Fig. 1: floorplan with the power grid
Bar = 20 µm. Pins as bars on the die edge. Tap cells in gray.
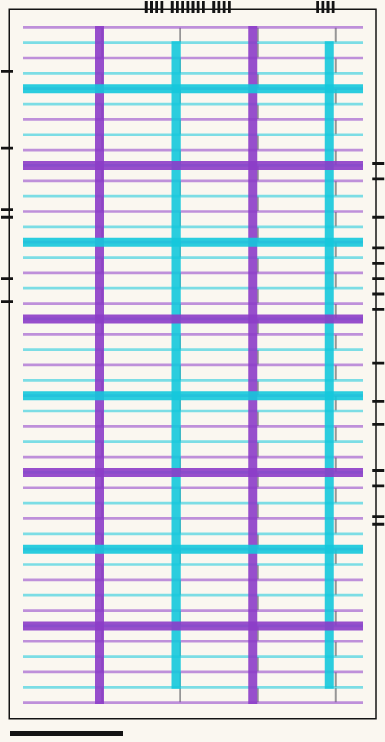
Fig. 2: cell density map
Bar = 20 µm. 6 x 13 tiles, from white (low) to dark blue (high), 0 to 100% covered.
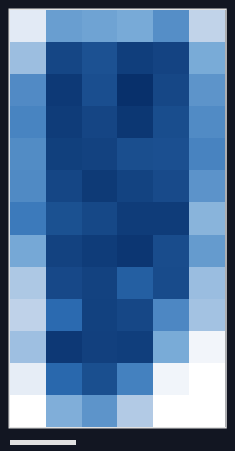
**config.mk**
```make
export PLATFORM = sky130hd
export DESIGN_NAME = i2s_rx_deserializer
export DESIGN_NICKNAME = d
export VERILOG_FILES = /design/src/rtl/i2s_pkg.sv /design/src/rtl/i2s_input_sync.sv /design/src/rtl/i2s_rx_deserializer.sv
export SDC_FILE = /design/constraint.sdc
export NUM_CORES = 1
export LEC_CHECK = 0
export CORE_ASPECT_RATIO = 2
export CORE_MARGIN = 2
export CORE_UTILIZATION = 51
export DETAILED_ROUTE_END_ITERATION = 6
export PLACE_DENSITY = 0.86
export SETUP_SLACK_MARGIN = 0.4
export SYNTH_ARGS = -nofsm -noshare
export SYNTH_HDL_FRONTEND = slang
export SYNTH_SLANG_ARGS = --single-unit
```
**constraint.sdc**
```tcl
create_clock -name Clock -period 2 [get_ports Clock]
set_clock_uncertainty 0.05 [all_clocks]
set_input_delay 0.3 -clock Clock [delete_from_list [all_inputs] [get_ports Clock]]
set_output_delay 0.3 -clock Clock [all_outputs]
set_load 0.02 [all_outputs]
```
**src/rtl/i2s_pkg.sv**
```systemverilog
// Shared definitions for the I2S receive front end: receiver state
// encoding, full-scale sample constants and LRCK channel values.
package i2s_pkg;

  localparam logic [1:0] HUNT     = 2'd0;
  localparam logic [1:0] WAIT_MSB = 2'd1;
  localparam logic [1:0] SHIFT    = 2'd2;

  typedef enum logic [1:0] {
    StHunt    = HUNT,
    StWaitMsb = WAIT_MSB,
    StShift   = SHIFT
  } rxState_e;

  localparam logic [15:0] FS_POS = 16'h7FFF;
  localparam logic [15:0] FS_NEG = 16'h8000;

  localparam logic CH_LEFT  = 1'b0;
  localparam logic CH_RIGHT = 1'b1;

endpackage

```
**src/rtl/i2s_input_sync.sv**
```systemverilog
// Multi-flop synchroniser for one asynchronous serial-audio pin. It also
// produces a single-cycle rising-edge pulse built from the final stage and
// a delayed copy of it; the receiver only uses that pulse for BCK.
module i2s_input_sync #(
  parameter int STAGES = 3
) (
  input  logic Clock,
  input  logic Reset,
  input  logic async_i,
  output logic sync_o,
  output logic rise_o
);

  logic [STAGES-1:0] chain_q;
  logic              prev_q;

  // Shift the pin through the synchroniser and keep last cycle's output.
  always_ff @(posedge Clock) begin
    if (!Reset) begin
      chain_q <= '0;
      prev_q  <= 1'b0;
    end else begin
      chain_q <= {chain_q[STAGES-2:0], async_i};
      prev_q  <= chain_q[STAGES-1];
    end
  end

  assign sync_o = chain_q[STAGES-1];
  assign rise_o = chain_q[STAGES-1] & ~prev_q;

endmodule

```
**src/rtl/i2s_rx_deserializer.sv**
```systemverilog
// I2S receive deserialiser: synchronises BCK/LRCK/SData into the system
// clock domain, captures stereo slots MSB first and presents an MSB-aligned
// left/right pair with a one-cycle Valid strobe, a Clip flag and a SlotErr
// pulse for short slots.
// Optional build macro I2S_RX_LEFT_JUSTIFIED_EN selects left-justified
// framing (MSB on the same BCK as the LRCK change) instead of standard I2S.
module i2s_rx_deserializer
  import i2s_pkg::*;
#(
  parameter int SLOT_BITS   = 24,
  parameter int OUT_BITS    = 16,
  parameter int SYNC_STAGES = 3
) (
  input  logic                Clock,
  input  logic                Reset,
  input  logic                BCK,
  input  logic                LRCK,
  input  logic                SData,
  output logic [OUT_BITS-1:0] SampleL,
  output logic [OUT_BITS-1:0] SampleR,
  output logic                Valid,
  output logic                Clip,
  output logic                SlotErr
);

  localparam int CNT_W = $clog2(SLOT_BITS + 1);
  localparam logic [CNT_W-1:0]     SlotBitsC = CNT_W'(SLOT_BITS);
  localparam logic [CNT_W-1:0]     OutBitsC  = CNT_W'(OUT_BITS);
  localparam logic [CNT_W-1:0]     OneC      = CNT_W'(1);
  localparam logic [SLOT_BITS-1:0] MsbMask   = {1'b1, {(SLOT_BITS-1){1'b0}}};
  localparam logic [OUT_BITS-1:0]  FullPos   = {1'b0, {(OUT_BITS-1){1'b1}}};
  localparam logic [OUT_BITS-1:0]  FullNeg   = {1'b1, {(OUT_BITS-1){1'b0}}};

  logic bckRise;
  logic lrckSync;
  logic sdataSync;
  logic unusedBckLevel;
  logic unusedLrckRise;
  logic unusedSdataRise;

  i2s_input_sync #(.STAGES(SYNC_STAGES)) uBckSync (
    .Clock   (Clock),
    .Reset   (Reset),
    .async_i (BCK),
    .sync_o  (unusedBckLevel),
    .rise_o  (bckRise)
  );

  i2s_input_sync #(.STAGES(SYNC_STAGES)) uLrckSync (
    .Clock   (Clock),
    .Reset   (Reset),
    .async_i (LRCK),
    .sync_o  (lrckSync),
    .rise_o  (unusedLrckRise)
  );

  i2s_input_sync #(.STAGES(SYNC_STAGES)) uSdataSync (
    .Clock   (Clock),
    .Reset   (Reset),
    .async_i (SData),
    .sync_o  (sdataSync),
    .rise_o  (unusedSdataRise)
  );

  rxState_e              state_q,   state_d;
  logic                  lrCur_q,   lrCur_d;
  logic                  primed_q,  primed_d;
  logic [CNT_W-1:0]      bitCnt_q,  bitCnt_d;
  logic [SLOT_BITS-1:0]  shReg_q,   shReg_d;
  logic [OUT_BITS-1:0]   lPend_q,   lPend_d;
  logic                  lValid_q,  lValid_d;
  logic [OUT_BITS-1:0]   sampleL_q, sampleL_d;
  logic [OUT_BITS-1:0]   sampleR_q, sampleR_d;
  logic                  valid_q,   valid_d;
  logic                  clip_q,    clip_d;
  logic                  slotErr_q, slotErr_d;

  logic [SLOT_BITS-1:0]  bitMask;
  logic                  lrChange;
  logic [SLOT_BITS-1:0]  closeReg;
  logic [CNT_W-1:0]      closeCnt;
  logic [OUT_BITS-1:0]   closeWord;
  logic                  startSlot;

  // What the current slot would look like if it were closed on this BCK.
  // In I2S the BCK carrying the LRCK change still holds the LSB of the
  // slot being closed, so it is folded in; in left-justified framing that
  // bit already belongs to the new slot.
  always_comb begin
    bitMask  = MsbMask >> bitCnt_q;
    lrChange = (lrckSync != lrCur_q);
    closeReg = shReg_q;
    closeCnt = bitCnt_q;
`ifndef I2S_RX_LEFT_JUSTIFIED_EN
    if (bitCnt_q < SlotBitsC) begin
      closeReg = shReg_q | (sdataSync ? bitMask : '0);
      closeCnt = bitCnt_q + 1'b1;
    end
`endif
    closeWord = closeReg[SLOT_BITS-1 -: OUT_BITS];
  end

  // Framing state machine: hunt for an LRCK edge, capture each slot and
  // pair a held left word with the following right word.
  always_comb begin
    state_d   = state_q;
    lrCur_d   = lrCur_q;
    primed_d  = primed_q;
    bitCnt_d  = bitCnt_q;
    shReg_d   = shReg_q;
    lPend_d   = lPend_q;
    lValid_d  = lValid_q;
    sampleL_d = sampleL_q;
    sampleR_d = sampleR_q;
    clip_d    = clip_q;
    valid_d   = 1'b0;
    slotErr_d = 1'b0;
    startSlot = 1'b0;

    if (bckRise) begin
      case (state_q)
        StHunt: begin
          primed_d = 1'b1;
          lrCur_d  = lrckSync;
          if (primed_q && lrChange) begin
            startSlot = 1'b1;
          end
        end

        StWaitMsb: begin
          if (lrChange) begin
            slotErr_d = 1'b1;
            lValid_d  = 1'b0;
            startSlot = 1'b1;
          end else begin
            shReg_d  = MsbMask & {SLOT_BITS{sdataSync}};
            bitCnt_d = OneC;
            state_d  = StShift;
          end
        end

        StShift: begin
          if (!lrChange) begin
            if (bitCnt_q < SlotBitsC) begin
              shReg_d  = shReg_q | (sdataSync ? bitMask : '0);
              bitCnt_d = bitCnt_q + 1'b1;
            end
          end else begin
            startSlot = 1'b1;
            if (closeCnt < OutBitsC) begin
              slotErr_d = 1'b1;
              lValid_d  = 1'b0;
            end else if (lrCur_q == CH_LEFT) begin
              lPend_d  = closeWord;
              lValid_d = 1'b1;
            end else begin
              if (lValid_q) begin
                sampleL_d = lPend_q;
                sampleR_d = closeWord;
                valid_d   = 1'b1;
                clip_d    = (lPend_q == FullPos) || (lPend_q == FullNeg) ||
                            (closeWord == FullPos) || (closeWord == FullNeg);
              end
              lValid_d = 1'b0;
            end
          end
        end

        default: begin
          state_d = StHunt;
        end
      endcase

      if (startSlot) begin
        lrCur_d = lrckSync;
`ifdef I2S_RX_LEFT_JUSTIFIED_EN
        shReg_d  = MsbMask & {SLOT_BITS{sdataSync}};
        bitCnt_d = OneC;
        state_d  = StShift;
`else
        shReg_d  = '0;
        bitCnt_d = '0;
        state_d  = StWaitMsb;
`endif
      end
    end
  end

  // Register all framing state and the output pair.
  always_ff @(posedge Clock) begin
    if (!Reset) begin
      state_q   <= StHunt;
      lrCur_q   <= CH_LEFT;
      primed_q  <= 1'b0;
      bitCnt_q  <= '0;
      shReg_q   <= '0;
      lPend_q   <= '0;
      lValid_q  <= 1'b0;
      sampleL_q <= '0;
      sampleR_q <= '0;
      valid_q   <= 1'b0;
      clip_q    <= 1'b0;
      slotErr_q <= 1'b0;
    end else begin
      state_q   <= state_d;
      lrCur_q   <= lrCur_d;
      primed_q  <= primed_d;
      bitCnt_q  <= bitCnt_d;
      shReg_q   <= shReg_d;
      lPend_q   <= lPend_d;
      lValid_q  <= lValid_d;
      sampleL_q <= sampleL_d;
      sampleR_q <= sampleR_d;
      valid_q   <= valid_d;
      clip_q    <= clip_d;
      slotErr_q <= slotErr_d;
    end
  end

  assign SampleL = sampleL_q;
  assign SampleR = sampleR_q;
  assign Valid   = valid_q;
  assign Clip    = clip_q;
  assign SlotErr = slotErr_q;

endmodule

```
==> impl_metrics.json <==
{
  "power.static_leakage_nw": 2.54,
  "rows": 44,
  "min_period_ns": 2.03,
  "cp.arrival_ns": 2.22,
  "port_buffers": 39,
  "vias": 3964,
  "crit_path_start_kind": "flip-flop",
  "drtAntennaViolNets": 0,
  "met3_wirelength_um": 980,
  "grt.overflow.total": 0,
  "fin_tns_setup_ns": -0.0472,
  "holdBufCountCts": 0,
  "grtUsageMet1_pct": 29.5,
  "dp_slack_ns": 0.0417,
  "fin_hold_ws_ns": 0.300,
  "ys_async_sr_fraction_pct": 0,
  "cp-startpoint": "bitCnt_q[0]",
  "first_iter_violations": 406,
  "grt_util_met2_pct": 53.2,
  "cts_root_buf": "clkbuf_16",
  "worstPathCellList": "ha_4 -> a31oi_4 -> nand3b_1 -> buf_6 -> nor3_4 -> buf_6 -> bufbuf_16 -> o211a_1",
  "layout_top_cell": "dfxtp_1",
  "insertion_delay_ns": 0.37,
  "p_seq_mw": 1.74,
  "finalWorstSetupSlack_ns": -0.0317,
  "min_from": "Reset",
  "cts.sinks": 87,
  "dp_hpwl_um": 7060,
  "synthDistinctLibCells": 45,
  "edf_count": 0,
  "violations": "negative setup slack",
  "wl_met1_um": 4400,
  "setup_violations": 2,
  "antenna_found_initial": 0,
  "crit_path_frequent_cell": "buf_6",
  "dr.pass1.iters": 6,
  "ys_seq_share_pct": 46.3,
  "power_clock_mw": 1.64,
  "fp_nets": 434,
  "hold_violations": 0,
  "gp_congestion": 0.935,
  "final_cell_mix": "77 x dfxtp_1, 72 x nand2_1, 49 x buf_4",
  "die_y_um": 125,
  "grt_pass1_wl_um": 18600,
  "antenna_cells": 0,
  "worstSetupPathType": "flip-flop to flip-flop",
  "grtUsageTotal_pct": 30.5,
  "seqPwrFrac_pct": 50.3,
  "syn_inst": 419,
  "cts-buffers-inserted": 9,
  "worstHoldPathType": "primary input to flip-flop",
  "end_kind": "flip-flop",
  "h-tree-depth": 3,
  "global_route.usage.met3_pct": 7.01,
  "die-area_mm2": 0.00812,
  "synth_flops": 87,
  "wire_per_inst_um": 22.6,
  "ys_warn_count": 0,
  "grt_max_degree": 37,
  "slew_viol_final": 0,
  "crit_required_ns": 2.19,
  "area_growth_pct": 48.0,
  "layout-drive-gt1-share_pct": 32.2,
  "yosys_area_mm2": 0.00376,
  "combPwrFrac_pct": 2.3,
  "power_switching_mw": 0.830,
  "status": "finished, violations left",
  "n_fill_cell": 429,
  "drc": 0,
  "ys_cells": 419,
  "drt-total-wl_um": 13700,
  "crit_buf_inv": 3,
  "clock_path_buffers": 2,
  "rsz0062_at_grt": "yes",
  "warning_count": 36,
  "top_power_group": "registers"
}
Back to the opening pictures, Fig. 1:
Purple shows VSS. Cyan shows VDD.
40 signal pins sit on the boundary. 4 straps on met4. 92 tap cells. 45 met1 rails follow the rows. The core has 44 rows.

Back to the opening pictures, Fig. 2:
The fullest tile reaches 100%. The densest ninth of the die: middle. 51% of the tiles are over 75% full. The mean over all tiles is 67%.
Initial Utilization: 52.2%
final core occ: 77.2%
core region area: 0.00721 mm²

through the flow:
step / area (µm²) / power [mW]
after floorplan: 3990 / 1.82
after global placement: 4590 / 1.84
after detailed placement: 4590 / 1.85
final: 5570 / 3.46
after CTS: 5300 / 3.41
after global routing: 5570 / 3.51
synth_stat cells (all sizes together), types with 6 or more instances:
cell / n / area share [%]
inv: 7 / 0.70
nand2: 83 / 8.3
o211a: 32 / 8.5
dfxtp: 87 / 46
a21oi: 9 / 1.2
ha: 10 / 3.3
nor2b: 7 / 1.2
a31oi: 20 / 3.3
or3: 9 / 1.5
and2: 12 / 2.0
nor4: 7 / 1.2
a41oi: 6 / 1.4
a21boi: 29 / 5.8
o21ai: 9 / 1.2
nor2: 17 / 1.8
clkbuf: 28 / 2.8
buf: 6 / 0.80
cell families after synthesis:
kind of cell             Yosys count  synth area share (%)
AND/OR/NAND/NOR                  161                  21.2
AND-OR/OR-AND                    115                  23.6
flip-flops                        87                  46.3
buffers and inverters             41                  4.32
adder cells (fa/ha/maj)           10                  3.33
multiplexers                       3                 0.865
XOR/XNOR                           2                 0.466
worst paths after layout:
kind | end | cells after the start | slack [ns]
max | SampleR[3] | 8 | -0.03
min | bitCnt_q[0] | 2 | 0.30
max reg2reg | SampleR[3] | 8 | -0.03
min reg2reg | uSdataSync.chain_q[1] | 1 | 0.40
layout make-up:
cell class	count	area share, %
inverter	7	0.562
clock buffer	10	4.11
timing repair buffer	111	20.0
clock inverter	6	0.899
tap	92	2.07
sequential	87	31.7
multi-input combinational	291	40.6
what timing repair did:
action | in CTS | in global routing
cloned | 3 | 3
pin swaps | 20 | 20
resized | 82 | 54
setup buffers | 23 | 7
endpoints found under the setup margin | 109 | 75
No activity file was given, so power comes from the tool's default toggle rates.
